Fig. 1: I/O nets highlighted
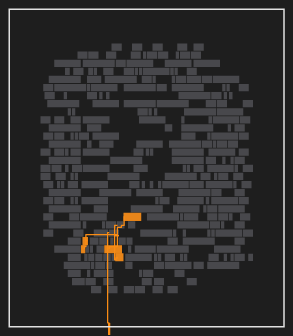
Fig. 2: signal wires on met1
Supply wires on this layer in grey.
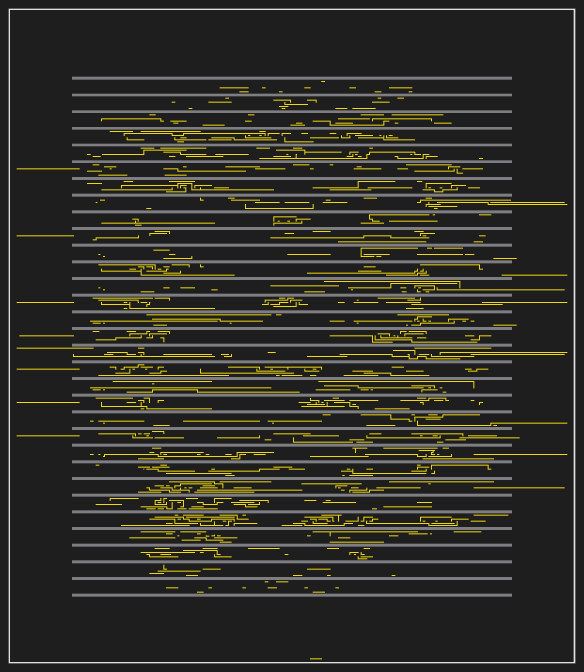
Design axis_skid_slice, sky130hd; sources not shown.
==> run_results.csv <==
group,metric,value,unit
synth,syn_avg_cell_area,13.1,µm²
pwr,leakage,0.00151,µW
timing,min_period,2.80,ns
hold_path,hold_depth,1,
final_layout,fillers,511,
drt,vias_per_cell,5.08,
critical_path,cp.arrival,1.75,ns
synth,ys_top_logic_family,"AND-OR/OR-AND gates",
timing,max_freq,357,MHz
critical_path,endpoint_kind,"primary output",
pwr,ir_drop,295,µV
synth,synthAoiAreaFrac,13.3,%
cts,cts_root_buf,"clkbuf_8",
synth,flop_cell,"dfrtp_1",
critical_path,path_max_fanout,5,
place,place_area,3500,µm²
grt,grt_start_max_net_pins,65,
synth,yosys_register_bits,67,
synth,syn_nets,246,
synth,ys_cells,204,
synth,synth.largest_area_cell,"edfxtp_1",
floorplanning,die_x,92.0,µm
grt,grt_antenna_before_repair,0,
synth,postSynthSeqShare,68.8,%
cts,clk-insertion-delay-late,0.33,ns
pwr,power,2420,µW
synth,synthesis.area,2670,µm²
cts,cts_tree,"done",
drt,wire_per_inst,16.3,µm
hold_path,min_path_type,"register to register",
synth,fa_ha_area_share,2.72,%
synth,yosys_area,2670,µm²
critical_path,cp.required,2.28,ns
grt,track_usage,12.5,%
cts,numCtsBuffers,9,
critical_path,cp_slowest_stage_delay,0.55,ns
critical_path,path_cells,"inv_1 -> ha_1 -> clkdlybuf4s50_1",
synth,simple_gate_share,11.5,%
synth,synth-xor-area-share,0.328,%
timing,finalClockPeriodUsage,84.2,%
timing,max_slew.worst_pin.slew,0.794,ns
floorplanning,die_y,106,µm
critical_path,rr_worst_depth,7,
final_layout,drive_gt1_share,7.69,%
timing,setup_tns,0,ns
synth,edf_count,32,
floorplanning,fp-row-count,31,
final_layout,instances_no_fill,368,
floorplanning,fp_util,44.1,%
synth,top_area_share,36.0,%
timing,finalSetupViolCount,0,
critical_path,rrSetupSlack,0.79,ns
critical_path,startpoint_type,"register",
final_layout,layout_top_cell,"clkdlybuf4s50_1",
cts,clock_sinks,67,
grt,grt-ovfl-total,0,
final_layout,most-common-layout-cells,"71 x clkdlybuf4s50_1, 38 x nand2_1, 35 x dfrtp_1, 32 x nor2_1, 32 x edfxtp_1",
flow_run,cap_violations,0,
critical_path,path_class,"register to primary output",
cts,htree_levels,3,
synth,synth-warning-count,0,
grt,grt_pass1_wl,9910,µm
final_layout,areaGrowthSynthToFinish,37.9,%
drt,drt_iter0_drc,67,
synth,netlist_instances,204,
synth,ys_sh_mux,0.749,%
drt,routed_wl,6000,µm
synth,synthTopCellsByArea,"edfxtp_1 36%, dfrtp_1 33%, a221o_1 11%",
drt,drt_pre_antenna_iters,4,
place,hpwl,4070,µm
grt,grt_pass1_vias,1998,
synth,synth_cell_types,23,
place,gp_congestion,0.820,
timing,relSlewSlack,47.1,%
pwr,p_per_area,657,nW/µm²
critical_path,slowest_stage,"clkdlybuf4s50_1",
cts,cts_setup_buffers,0,
drt,drtAntennaViolNets,0,
flow_run,tool_warnings,30,
cts,cts_resized,0,
floorplanning,core_area,6050,µm²
timing,rsz0062_at_grt,"false",
cts,cts.path.max_buffers,2,
cts,path_clk_slew,0.07,ns
final_layout,n_antenna_cell,0,
timing,hold_viol_final,0,
synth,ys_async_sr_fraction,52.2,%
drt,drcViolationCount,0,
cts,holdBufCountCts,0,
floorplanning,chipArea,9780,µm²
final_layout,fin_nets,323,
place,placed_cells,352,
final_layout,final_area,3680,µm²
final_layout,final_util,60.9,%
timing,finalMaxSlewViolations,0,
run_status,status,"finished, final reports clean",
## Picture notes: Fig. 1
invalidate -> orange  # bits 1, direction input, end cells 5, buffers 2, wire 79.7 µm
num ports: 73
Port Buf Inserts: 72

## Picture notes: Fig. 2
main direction = horizontal
share of all routed wire = 44%
nets with wire on the layer = 280
wire length on this layer = 2,660 µm
via count: 1,869
grt met1 use: 15.3%

[cell usage after synthesis (2+ instances only)]
library cell,number
a21boi_0,2
a221o_1,30
buf_2,7
buf_4,3
clkbuf_1,2
dfrtp_1,35
edfxtp_1,32
ha_1,5
inv_1,2
mux2i_1,2
nand2_1,38
nor2_1,33
nor3_1,2
o21ai_0,2
[final cells by class]
type                            count  area (µm²)  share of cell area [%]
Clock buffer                       13         149                    4.04
Sequential cell                    67        1840                    49.9
Multi-Input combinational cell    123         776                    21.1
Tap cell                           82         103                    2.79
Clock inverter                      3        38.8                    1.05
Inverter                            2        7.51                   0.204
Timing Repair Buffer               78         773                    21.0
[metal layers]
metal,GRT usage (%),part of all wire (%),vias up
li1,-,-,906
met1,15.3,44,895
met2,19.3,48,61
met3,4.50,6.9,7
met4,5.85,1.1,0
met5,0,0,-
[cell families (layout without fill, tap and decap cells)]
| family | after synthesis | in the layout |
|---|---|---|
| AND-OR/OR-AND | 38 | 38 |
| flip-flops | 67 | 67 |
| XOR/XNOR | 1 | 1 |
| AND/OR/NAND/NOR | 76 | 76 |
| buffers and inverters | 14 | 96 |
| adder cells (fa/ha/maj) | 6 | 6 |
| multiplexers | 2 | 2 |
[report_power, final]
part / internal (µW) / total, µW / switching, µW
sequential: 1010 / 1090 / 75.4
clock: 364 / 649 / 285
combinational: 393 / 686 / 293
[critical path, delay by kind of cell, from the launching register on]
kind,cells,cell delay [ns]
fa+ha+maj,1,0.35
buf+inv,2,0.67
flops,1,0.41
[per-stage QoR]
stage | worst slack, ns | hold slack, ns
2_1_floorplan | 0.350 | 0.406
3_3_place_gp | 0.309 | 0.408
3_5_place_dp | 0.238 | 0.418
4_1_cts | 0.516 | 0.428
5_1_grt | 0.420 | 0.436
6_report | 0.528 | 0.426
No activity file was given, so power comes from the tool's default toggle rates.
